## src/rtl/lr_extent_scanner.sv

```systemverilog
// Row-by-row horizontal extent finder. For each row it probes right and then
// left of a seed column through one shared frame-store read port.
module lr_extent_scanner #(
  parameter int IMG_W     = 60,
  parameter int IMG_H     = 60,
  parameter int X_W       = 6,
  parameter int Y_W       = 6,
  parameter int ADDR_W    = 12,
  parameter int PIX_W     = 3,
  parameter int THRESHOLD = 0,
  parameter int RD_LAT    = 1
) (
  input  logic              clk,
  input  logic              resetn,
  input  logic              start,
  input  logic [Y_W-1:0]    top,
  input  logic [Y_W-1:0]    bottom,
  input  logic [X_W-1:0]    mid_x,
  output logic              rd_en,
  output logic [ADDR_W-1:0] rd_addr,
  input  logic [PIX_W-1:0]  rd_data,
  output logic [X_W-1:0]    most_left,
  output logic [X_W-1:0]    most_right,
  output logic              busy,
  output logic              done,
  output logic              err
);

  localparam int               LAT_W    = (RD_LAT > 1) ? $clog2(RD_LAT) : 1;
  localparam logic [X_W-1:0]   X_MAX    = X_W'(IMG_W - 1);
  localparam logic [X_W:0]     W_LIM    = (X_W+1)'(IMG_W);
  localparam logic [Y_W:0]     H_LIM    = (Y_W+1)'(IMG_H);
  localparam logic [PIX_W-1:0] THR      = PIX_W'(THRESHOLD);
  localparam logic [LAT_W-1:0] LAT_INIT = LAT_W'(RD_LAT - 1);

  typedef enum logic [2:0] {
    IDLE,
    R_RD,
    R_WAIT,
    L_RD,
    L_WAIT,
    NEXT_ROW,
    DONE
  } state_t;

  state_t           state;
  logic [Y_W-1:0]   y_q;
  logic [Y_W-1:0]   bottom_q;
  logic [X_W-1:0]   x_q;
  logic [X_W-1:0]   mid_q;
  logic [LAT_W-1:0] lat_q;

  state_t           row_state;
  logic [X_W-1:0]   row_mid;
  logic [Y_W-1:0]   row_y;
  logic [X_W-1:0]   row_x;
  logic [ADDR_W-1:0] row_addr;
  logic [X_W-1:0]   x_step;
  logic [ADDR_W-1:0] step_addr;
  logic [ADDR_W-1:0] left_addr;
  logic             fg;
  logic             invalid;
  logic             saturated;

  function automatic logic [ADDR_W-1:0] pix_addr(input logic [Y_W-1:0] py,
                                                 input logic [X_W-1:0] px);
    return ADDR_W'(py) * ADDR_W'(IMG_W) + ADDR_W'(px);
  endfunction

  // Where a row begins is shared by request acceptance (row = top, seed from
  // the port) and row advance (row = y+1, seed latched).
  always_comb begin
    // NOTE: every combinational output gets a default first so no path leaves
    // it unassigned, which would otherwise infer a latch.
    row_state = NEXT_ROW;
    row_mid   = (state == IDLE) ? mid_x : mid_q;
    row_y     = (state == IDLE) ? top : y_q + 1'b1;
    row_x     = row_mid;
    if (row_mid != X_MAX) begin
      row_state = R_RD;
      row_x     = row_mid + 1'b1;
    end else if (row_mid != '0) begin
      row_state = L_RD;
      row_x     = row_mid - 1'b1;
    end
    row_addr  = pix_addr(row_y, row_x);

    x_step    = (state == R_WAIT) ? x_q + 1'b1 : x_q - 1'b1;
    step_addr = pix_addr(y_q, x_step);
    left_addr = pix_addr(y_q, mid_q - 1'b1);

    fg        = rd_data > THR;
    invalid   = (top > bottom) || ({1'b0, bottom} >= H_LIM) || ({1'b0, mid_x} >= W_LIM);
    saturated = (most_left == '0) && (most_right == X_MAX);
  end

  always_ff @(posedge clk) begin
    if (!resetn) begin
      // NOTE: reset is synchronous; every state register, including the scan
      // counters, is cleared so an interrupted scan leaves nothing behind.
      state      <= IDLE;
      rd_en      <= 1'b0;
      rd_addr    <= '0;
      most_left  <= '0;
      most_right <= '0;
      busy       <= 1'b0;
      done       <= 1'b0;
      err        <= 1'b0;
      y_q        <= '0;
      bottom_q   <= '0;
      x_q        <= '0;
      mid_q      <= '0;
      lat_q      <= '0;
    end else begin
      // NOTE: state is updated with non-blocking assignments so every branch
      // sees the values from the start of the cycle.
      rd_en <= 1'b0;
      done  <= 1'b0;
      err   <= 1'b0;

      case (state)
        IDLE: begin
          if (start) begin
            busy     <= 1'b1;
            y_q      <= top;
            bottom_q <= bottom;
            mid_q    <= mid_x;
            if (invalid) begin
              most_left  <= '0;
              most_right <= '0;
              done       <= 1'b1;
              err        <= 1'b1;
              state      <= DONE;
            end else begin
              most_left  <= mid_x;
              most_right <= mid_x;
              x_q        <= row_x;
              state      <= row_state;
              if (row_state != NEXT_ROW) begin
                rd_en   <= 1'b1;
                rd_addr <= row_addr;
              end
            end
          end
        end

        R_RD, L_RD: begin
          lat_q <= LAT_INIT;
          state <= (state == R_RD) ? R_WAIT : L_WAIT;
        end

        R_WAIT: begin
          if (lat_q != '0) begin
            lat_q <= lat_q - 1'b1;
          end else begin
            if (fg && (x_q > most_right)) most_right <= x_q;
            if (fg && (x_q != X_MAX)) begin
              x_q     <= x_step;
              rd_en   <= 1'b1;
              rd_addr <= step_addr;
              state   <= R_RD;
            end else if (mid_q != '0) begin
              x_q     <= mid_q - 1'b1;
              rd_en   <= 1'b1;
              rd_addr <= left_addr;
              state   <= L_RD;
            end else begin
              state <= NEXT_ROW;
            end
          end
        end

        L_WAIT: begin
          if (lat_q != '0) begin
            lat_q <= lat_q - 1'b1;
          end else begin
            if (fg && (x_q < most_left)) most_left <= x_q;
            if (fg && (x_q != '0)) begin
              x_q     <= x_step;
              rd_en   <= 1'b1;
              rd_addr <= step_addr;
              state   <= L_RD;
            end else begin
              state <= NEXT_ROW;
            end
          end
        end

        NEXT_ROW: begin
          if ((y_q == bottom_q) || saturated) begin
            done  <= 1'b1;
            state <= DONE;
          end else begin
            y_q   <= row_y;
            x_q   <= row_x;
            state <= row_state;
            if (row_state != NEXT_ROW) begin
              rd_en   <= 1'b1;
              rd_addr <= row_addr;
            end
          end
        end

        DONE: begin
          busy  <= 1'b0;
          state <= IDLE;
        end

        default: state <= IDLE;
      endcase
    end
  end

endmodule

```

## config.mk

```make
export PLATFORM = sky130hd
export DESIGN_NAME = lr_extent_scanner
export DESIGN_NICKNAME = d
export VERILOG_FILES = /design/src/rtl/lr_extent_scanner.sv
export SDC_FILE = /design/constraint.sdc
export NUM_CORES = 1
export LEC_CHECK = 0
export CORE_MARGIN = 10
export CORE_UTILIZATION = 55
export CTS_BUF_LIST = sky130_fd_sc_hd__clkbuf_4
export DETAILED_ROUTE_END_ITERATION = 10
export PLACE_DENSITY_LB_ADDON = 0.15
export SYNTH_ARGS = -nofsm -noshare
export SYNTH_HDL_FRONTEND = slang
export SYNTH_SLANG_ARGS = --single-unit
```

## constraint.sdc

```tcl
create_clock -name clk -period 5.9 [get_ports clk]
set_input_delay 0.59 -clock clk [delete_from_list [all_inputs] [get_ports clk]]
set_output_delay 0.59 -clock clk [all_outputs]
set_load 0.05 [all_outputs]
```

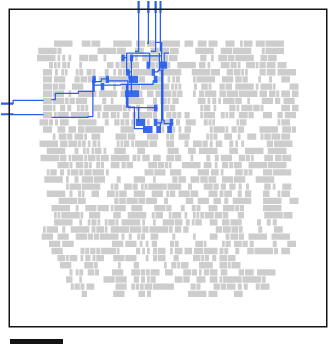
port_nets.png
Scale bar: 20 um.
Key: blue = mid_x [bits 6, direction input, end cells 21, buffers 6, wire 372 um]

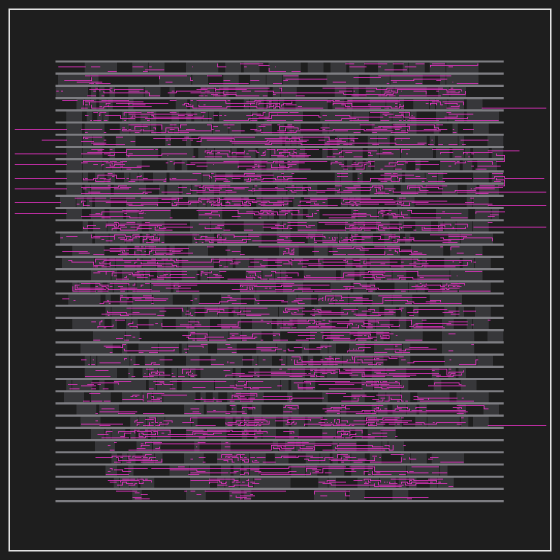
met1.png
Supply wires on this layer in grey. Cells faint in the background.
782 nets have wire on it. The wires run mostly horizontal. The longest straight run is 43.7 um.

==> flow_summary_export.csv <==
group,metric,value,unit
synth,top_cell_area_share,19.9,%
worst_setup_path,cp_common_cell,"ha_1",
place,port_buffers,51,
synth,synth_area_per_cell,7.96,um2
final_layout,drive_above_1_share,3.30,%
job,warnings,39,
sta,whs,0.484,ns
synth,synth-area-yosys,5530,um2
place,dpl_cell_area,6110,um2
sta,min_period,4.84,ns
synth,synth-simple-area-share,18.7,%
synth,synthArstFlopShare,0,%
die,die_area,14500,um2
sta,finalClockPeriodUsage,82.1,%
worst_setup_path,start_kind,"register",
detailed_routing,ant_nets,0,
clocking,cts_sinks,55,
die,die_w,120,um
die,boundaryPins,52,
sta,fin_ws,1.06,ns
worst_setup_path,crit_required,6.21,ns
sta,finalHoldViolations,0,
worst_setup_path,crit_arrival,5.15,ns
die,fp-utilization,56.6,%
final_layout,stdcell_area,6190,um2
synth,xor_share,8.94,%
worst_setup_path,crit_chain,"ha_1, mux2i_1, xnor2_1, ha_1, nor2_1, fa_1, inv_1, ha_1, a211oi_1, o21ai_0, o211ai_1, o311a_1, nor4b_1, xnor3_1, a22oi_1, a31oi_1",
synth,syn_inst,695,
sta,finalSetupTns,0,ns
final_layout,nNetsFinal,834,
sta,worst_slew_pin_slew,1.26,ns
final_layout,synthToLayoutAreaGrowth,11.9,%
global_routing,use_met3,3.68,%
synth,largest_area_cell,"dfxtp_1",
worst_setup_path,crit_slowest_cell,"dfxtp_1",
worst_setup_path,path_delay_family,"adder cells",
synth,ys_cells,695,
run_status,status,"finished, final reports clean",
global_routing,grt_pass1_vias,4778,
synth,top_logic_kind,"AND-OR/OR-AND gates",
global_routing,grt_overflow,0,
clocking,clk_path_buf_depth,2,
detailed_routing,vias_per_cell,6.00,
sta,rsz0062_at_grt,"no",
clocking,clkLatencyLatePin,0.42,ns
detailed_routing,drcViolationCount,0,
worst_setup_path,critPathKind,"register to register",
worst_setup_path,path_buffers,1,
clocking,clockRootBuffer,"clkbuf_4",
synth,syn_nets,802,
global_routing,antenna_found_initial,0,
sta,setup_viol,0,
min_path,min_delay_path_depth,1,
clocking,cts-resized-gates,0,
global_routing,gr-usage-all-layers,19.3,%
worst_setup_path,crit_cells,16,
detailed_routing,dr.first_iter.drc_count,402,
sta,fmax,0.206,GHz
die,fp-row-count,36,
global_routing,grt_pass1_wl,23400,um
die,coreArea,9770,um2
synth,synth.distinct_cells,62,
detailed_routing,routedWlPerCell,16.9,um
synth,synth-edff-count,0,
worst_setup_path,worstSetupEndpointType,"register",
worst_setup_path,cpPeakStageDelay,0.64,ns
detailed_routing,dr.pass1.iters,5,
final_layout,seq_area,1100,um2
synth,ys_sh_mux,1.99,%
worst_setup_path,crit_fanout,11,
global_routing,grtUsageMet1,24.9,%
clocking,cts_tree,"built",
place,dp_hpwl,11500,um
clocking,clkTransAtPathRegs,0.17,ns
final_layout,nFillCells,896,
synth,flop_cell,"dfxtp_1",
min_path,hold_class,"register to register",
synth,ys_warn_count,0,
worst_setup_path,ff2ff_path_depth,16,
die,die_h,120,um
final_layout,logic_area,4060,um2
job,cap_violations,0,
global_routing,top_usage_layer,"met2",
global_routing,gr-usage-met2,32.2,%
clocking,hold_buffers,0,
place,gp_congestion,0.918,
synth,area_leaders,"dfxtp_1 (20%), ha_1 (16%), xnor2_1 (5.5%)",
clocking,cts_inserted_buffers,5,
synth,ys_seq_share,19.9,%
sta,final.setup_skew,0.0176,ns
global_routing,grt_max_degree,32,
synth,synthAoiAreaFrac,22.9,%
synth,synthAdderAreaFrac,20.9,%
sta,final-max-slew-violation-count,0,
clocking,htreeDepth,2,
synth,ys.flops,55,
sta,relSlewSlack,16.0,%
final_layout,diodes,0,
place,pre_cts_ws,1.17,ns
clocking,cts_setup_buffers,0,
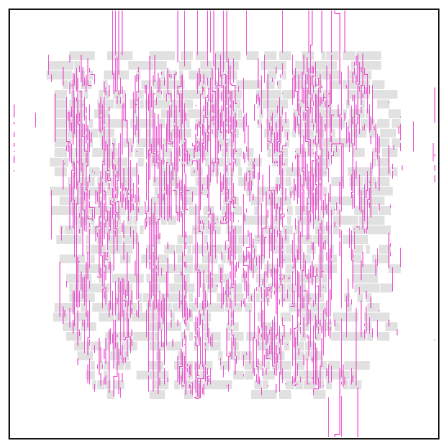
met2.png
Cells faint in the background.
The wires run mostly vertical. The layer carries 6,780 um of wire. 706 nets have wire on it. The longest straight run is 40.1 um. The layer holds 47% of the routed length.
WL final: 14,500 um
via count: 5,162

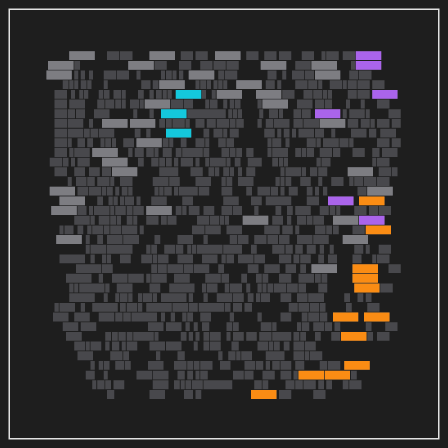
registers.png
Other sequential cells in the stronger grey, the rest of the logic in the fainter grey.
Key: cyan = state [placed flops 3]; purple = most_left [placed flops 6, where top right]; orange = rd_addr [placed flops 12]

## cell type report
cell class,instances,share of cell area [%]
Sequential cell,55,17.8
Timing Repair Buffer,55,8.74
Multi-Input combinational cell,545,65.6
Inverter,65,3.94
Clock inverter,3,0.627
Clock buffer,5,0.607
Tap cell,133,2.69
## cells in the final DEF, fill, tap and decap left out, types with 13 or more instances in the layout
master,instances
a211oi_1,20
a21o_1,13
a21oi_1,52
clkdlybuf4s50_1,51
dfxtp_1,55
fa_1,14
ha_1,69
inv_1,64
nand2_1,71
nor2_1,52
nor3_1,13
o21ai_0,31
xnor2_1,35
xor2_1,17
## cells in the mapped netlist, types with 13 or more instances
cell type  count
fa_1          14
xor2_1        17
clkbuf_1      19
xnor2_1       35
nor2_1        52
ha_1          69
inv_1         64
o21ai_0       31
nand2_1       71
a211oi_1      20
dfxtp_1       55
a21o_1        13
nor3_1        13
a21oi_1       52
## registers in the layout (all words and copies together), names as in the netlist
signal / cells
rd_en: 1
bottom_q: 6
err: 1
most_right: 6
most_left: 6
rd_addr: 12
done: 1
mid_q: 6
y_q: 6
busy: 1
x_q: 6
state: 3
## worst paths after layout
check	slack [ns]	end	start
min	0.48	rd_addr[1]	rd_addr[1]
min reg2reg	0.48	rd_addr[1]	rd_addr[1]
max	1.06	rd_addr[11]	y_q[0]
max reg2reg	1.06	rd_addr[11]	y_q[0]
## metal layers
| layer | wire length (um) | vias up |
|---|---|---|
| li1 | - | 2520 |
| met1 | 6550 | 2440 |
| met2 | 6780 | 181 |
| met3 | 972 | 21 |
| met4 | 220 | 0 |
| met5 | 0 | - |
## cell families (layout without fill, tap and decap cells)
family	count (synthesis)	after routing
buf+inv	95	128
compound gates	189	189
simple gates	207	207
xor+xnor	54	54
mux	11	11
flops	55	55
fa+ha+maj	84	84
## per-stage QoR
step                util, %  std cells
floorplan                 -        695
global route           63.3        861
CTS                    63.3        861
detailed placement     62.5        853
global placement       62.5        853
finish                 63.3        861
